Figure 1. Cell classes on the final placement.
Drawn at 2 px/um. Fill, decap, tap and diode cells in gray.
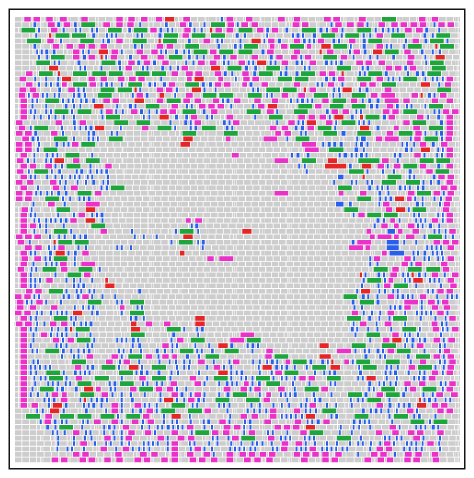
Figure 2. Routed clock nets over the placement.
Drawn at 2 px/um.
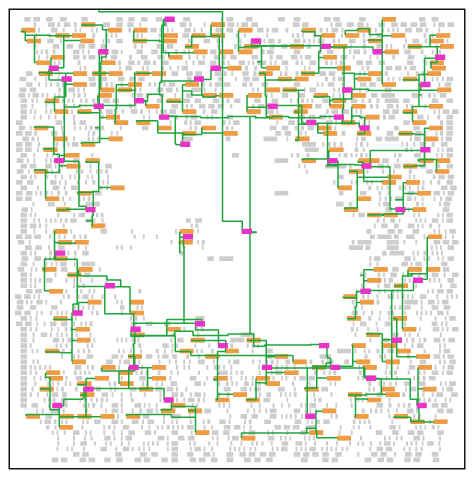
Figure 3. Sequential cells colored by netlist name.
Drawn at 2 px/um.
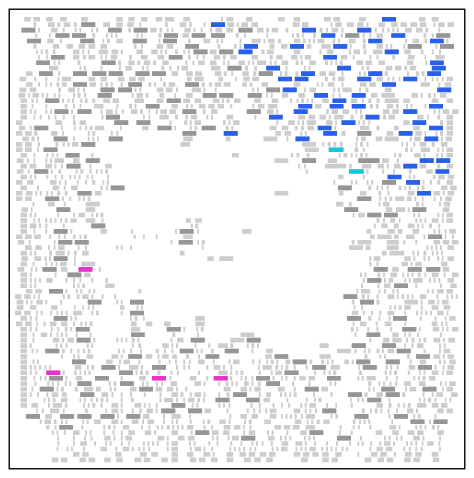
Figure 4. Routing congestion.
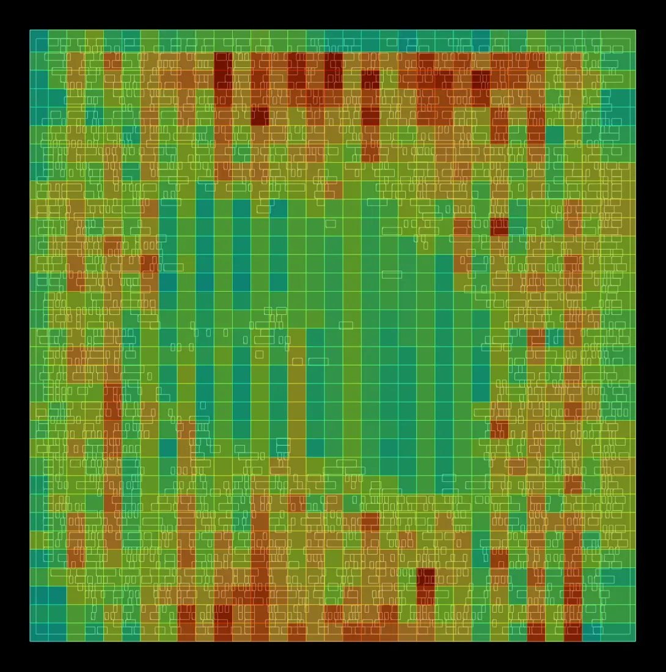
## src/rtl/fp_div_sched.sv

```systemverilog
// Two-requester scheduler for one shared multi-cycle divider core, one operation in flight.
// Build option: define FP_DIV_SCHED_RR_EN for round-robin arbitration (default is fixed priority, port 0 wins).
module fp_div_sched #(
  parameter int DIV_WIDTH = 55,
  parameter int ID_WIDTH  = 4
) (
  input  logic                 clk,
  input  logic                 rst,
  input  logic                 req0_valid,
  output logic                 req0_ready,
  input  logic [DIV_WIDTH-1:0] req0_dividend,
  input  logic [DIV_WIDTH-1:0] req0_divisor,
  input  logic [ID_WIDTH-1:0]  req0_id,
  input  logic                 req1_valid,
  output logic                 req1_ready,
  input  logic [DIV_WIDTH-1:0] req1_dividend,
  input  logic [DIV_WIDTH-1:0] req1_divisor,
  input  logic [ID_WIDTH-1:0]  req1_id,
  output logic                 core_start,
  output logic [DIV_WIDTH-1:0] core_dividend,
  output logic [DIV_WIDTH-1:0] core_divisor,
  input  logic                 core_done,
  input  logic [DIV_WIDTH-1:0] core_quotient,
  input  logic [DIV_WIDTH-1:0] core_remainder,
  output logic                 out_valid,
  input  logic                 out_ready,
  output logic [DIV_WIDTH-1:0] out_quotient,
  output logic [DIV_WIDTH-1:0] out_remainder,
  output logic [ID_WIDTH-1:0]  out_id,
  output logic                 out_port,
  output logic [1:0]           dbg_state_o,
  output logic                 dbg_err_o
);

  // Handshakes: a transfer happens on a rising clk edge where valid and ready are both high;
  // ready never depends on anything registered later than the current cycle.
  typedef enum logic [1:0] {IDLE = 2'd0, BUSY = 2'd1, HOLD = 2'd2} state_t;

  state_t               state_q, state_d;
  logic [DIV_WIDTH-1:0] dividend_q, divisor_q, quot_q, rem_q;
  logic [ID_WIDTH-1:0]  id_q;
  logic                 port_q, start_q, err_q, stale_q;
  logic                 prio1, grant0, grant1, accept_en, accept, take_done;

`ifdef FP_DIV_SCHED_RR_EN
  logic rr_q;
  assign prio1 = rr_q;

  always_ff @(posedge clk) begin
    if (rst) begin
      rr_q <= 1'b0;
    end else if (accept) begin
      rr_q <= ~grant1;
    end
  end
`else
  assign prio1 = 1'b0;
`endif

  assign grant1    = req1_valid && (!req0_valid || prio1);
  assign grant0    = req0_valid && !grant1;
  assign accept_en = !rst && ((state_q == IDLE) || ((state_q == HOLD) && out_ready));
  assign req0_ready = accept_en && grant0;
  assign req1_ready = accept_en && grant1;
  assign accept     = req0_ready || req1_ready;
  // A completion owed to an operation abandoned by reset is swallowed, never delivered.
  assign take_done  = (state_q == BUSY) && core_done && !stale_q;

  always_comb begin
    state_d = state_q;
    case (state_q)
      IDLE:    if (accept) state_d = BUSY;
      BUSY:    if (take_done) state_d = HOLD;
      HOLD:    if (out_ready) state_d = accept ? BUSY : IDLE;
      default: state_d = IDLE;
    endcase
  end

  always_ff @(posedge clk) begin
    if (rst) begin
      state_q    <= IDLE;
      start_q    <= 1'b0;
      dividend_q <= '0;
      divisor_q  <= '0;
      id_q       <= '0;
      port_q     <= 1'b0;
      quot_q     <= '0;
      rem_q      <= '0;
      err_q      <= 1'b0;
      // Only a launched operation (start already seen by the core) leaves a completion pending.
      stale_q    <= (stale_q || ((state_q == BUSY) && !start_q)) && !core_done;
    end else begin
      state_q <= state_d;
      start_q <= accept;
      if (accept) begin
        dividend_q <= grant1 ? req1_dividend : req0_dividend;
        divisor_q  <= grant1 ? req1_divisor  : req0_divisor;
        id_q       <= grant1 ? req1_id       : req0_id;
        port_q     <= grant1;
      end
      if (take_done) begin
        quot_q <= core_quotient;
        rem_q  <= core_remainder;
      end
      if (core_done && stale_q) begin
        stale_q <= 1'b0;
      end
      if (core_done && (state_q != BUSY) && !stale_q) begin
        err_q <= 1'b1;
      end
    end
  end

  assign core_start    = start_q && !rst;
  assign core_dividend = dividend_q;
  assign core_divisor  = divisor_q;
  assign out_valid     = (state_q == HOLD) && !rst;
  assign out_quotient  = quot_q;
  assign out_remainder = rem_q;
  assign out_id        = id_q;
  assign out_port      = port_q;
  assign dbg_state_o   = state_q;
  assign dbg_err_o     = err_q;

  a_err_on_stray_done: assert property (@(posedge clk) disable iff (rst)
    (core_done && (state_q != BUSY) && !stale_q) |=> err_q);
  a_start_only_busy: assert property (@(posedge clk) disable iff (rst)
    core_start |-> (state_q == BUSY));
  a_hold_stable: assert property (@(posedge clk) disable iff (rst)
    (out_valid && !out_ready) |=> (out_valid && $stable(quot_q) && $stable(rem_q)
                                   && $stable(id_q) && $stable(port_q)));

endmodule

```

## config.mk

```make
export PLATFORM = sky130hd
export DESIGN_NAME = fp_div_sched
export DESIGN_NICKNAME = d
export VERILOG_FILES = /design/src/rtl/fp_div_sched.sv
export SDC_FILE = /design/constraint.sdc
export NUM_CORES = 1
export LEC_CHECK = 0
export ABC_AREA = 1
export CELL_PAD_IN_SITES_DETAIL_PLACEMENT = 1
export CELL_PAD_IN_SITES_GLOBAL_PLACEMENT = 1
export CORE_AREA = 2 2 225 227
export CTS_BUF_LIST = sky130_fd_sc_hd__clkbuf_8
export CTS_CLUSTER_SIZE = 28
export DETAILED_ROUTE_END_ITERATION = 10
export DIE_AREA = 0 0 227 229
export PLACE_DENSITY = 0.65
export SYNTH_ARGS = -nofsm -noshare
export SYNTH_HDL_FRONTEND = slang
export SYNTH_SLANG_ARGS = --single-unit
export TNS_END_PERCENT = 50
```

## constraint.sdc

```tcl
create_clock -name clk -period 2.24 [get_ports clk]
set_input_delay 0.336 -clock clk [delete_from_list [all_inputs] [get_ports clk]]
set_output_delay 0.336 -clock clk [all_outputs]
set_load 0.005 [all_outputs]
```

==> impl_metrics.env <==
# implementation run metrics
export IMPL_status="complete, no violations"
export IMPL_ys_seq_share_pct=45.2
export IMPL_drt_initial_drc_count=349
export IMPL_detailed_place_hpwl_um=35400
export IMPL_lay_top_cells="clkdlybuf4s50_1 (572), nand2_1 (459), nor2_1 (451)"
export IMPL_ff2ff_path_depth=7
export IMPL_ys_ff=230
export IMPL_fin_skew_ns=0.0346
export IMPL_max_stage_delay_ns=0.56
export IMPL_final_cells=2885
export IMPL_worstPathCellList="clkdlybuf4s50_1 -> buf_4 -> nor2_1 -> clkdlybuf4s50_1"
export IMPL_globalplace_congestion=0.773
export IMPL_cpMostUsedCell="clkdlybuf4s50_1"
export IMPL_p_leak_uw=0.00791
export IMPL_io_pins=576
export IMPL_die_h_um=229
export IMPL_avgSynthCellArea_um2=6.32
export IMPL_power_uw=11700
export IMPL_pg_seq_uw=4590
export IMPL_dp_cells=2800
export IMPL_max_freq_mhz=478
export IMPL_cts_tree="done"
export IMPL_worst_pin_slew_ns=0.656
export IMPL_crit_type="input pin to output pin"
export IMPL_mux_share_pct=0
export IMPL_ys_sh_adder_pct=0
export IMPL_grt_pass1_vias=12400
export IMPL_power_density_nw_per_um2=654
export IMPL_port_buffers=575
export IMPL_drive_gt1_share_pct=5.65
export IMPL_power_top_consumer="sequential cells"
export IMPL_hp_class="input pin to flop"
export IMPL_report_final_slew_viol_count=0
export IMPL_p_int_uw=8370
export IMPL_p_comb_share_pct=23.0
export IMPL_routed_wl_um=47600
-- Figure 1 (at the start) --
[clock drivers and dummy loads] red | cells: 84
[sequential cells] green | cells: 230
[remaining buffers and delay cells] magenta | cells: 621
[combinational and other logic] blue | cells: 1,278
flop share of the area: 25.8%
Cell Rows: 82

-- Figure 2 (at the start) --
[clock wires] green | length: 4,180 um
[clock drivers] magenta | count: 47
[flip-flops] orange | count: 230
flops lie: spread over the die
routed clock nets: 48
clock network power: 4420 uW
Latency at later pin: 0.61 ns

-- Figure 3 (at the start) --
[out_remainder] blue | placed flops: 55 | where: north-east
[out_id] magenta | placed flops: 4 | where: south-west
[dbg_state_o] cyan | placed flops: 2
not colored: 169

-- Figure 4 (at the start) --
post-layout util: 36.0%
GRT Max-Usage Layer: met2

timing repair:
action | in CTS | in global routing
buffers inserted | 0 | 1
setup endpoints to repair | 3 | 1
resized | 5 | 1
hold buffers | 0 | 0
pin swaps | 1 | 1
endpoints found under the hold margin | 0 | 0
Yosys cell counts, drive strengths merged:
cell	count	area [um^2]
clkinv	1	3.75
nor3	1	5.00
inv	127	477
a211oi	1	7.51
dfxtp	229	4580
a21oi	4	20.0
edfxtp	1	30.0
buf	50	248
o211ai	1	12.5
o21ai	111	556
nor2	454	1720
nand3	117	596
nand2	461	1730
clkbuf	59	221
routing by layer:
layer / vias to the layer above / global-route usage (%) / part of all wire (%)
met1: 5636 / 19.7 / 40
met4: 0 / 6.47 / 3.3
met3: 82 / 5.58 / 7.4
met5: - / 0 / 0
met2: 343 / 31.5 / 49
li1: 6028 / - / -
Power is estimated from default activity; no workload was simulated.
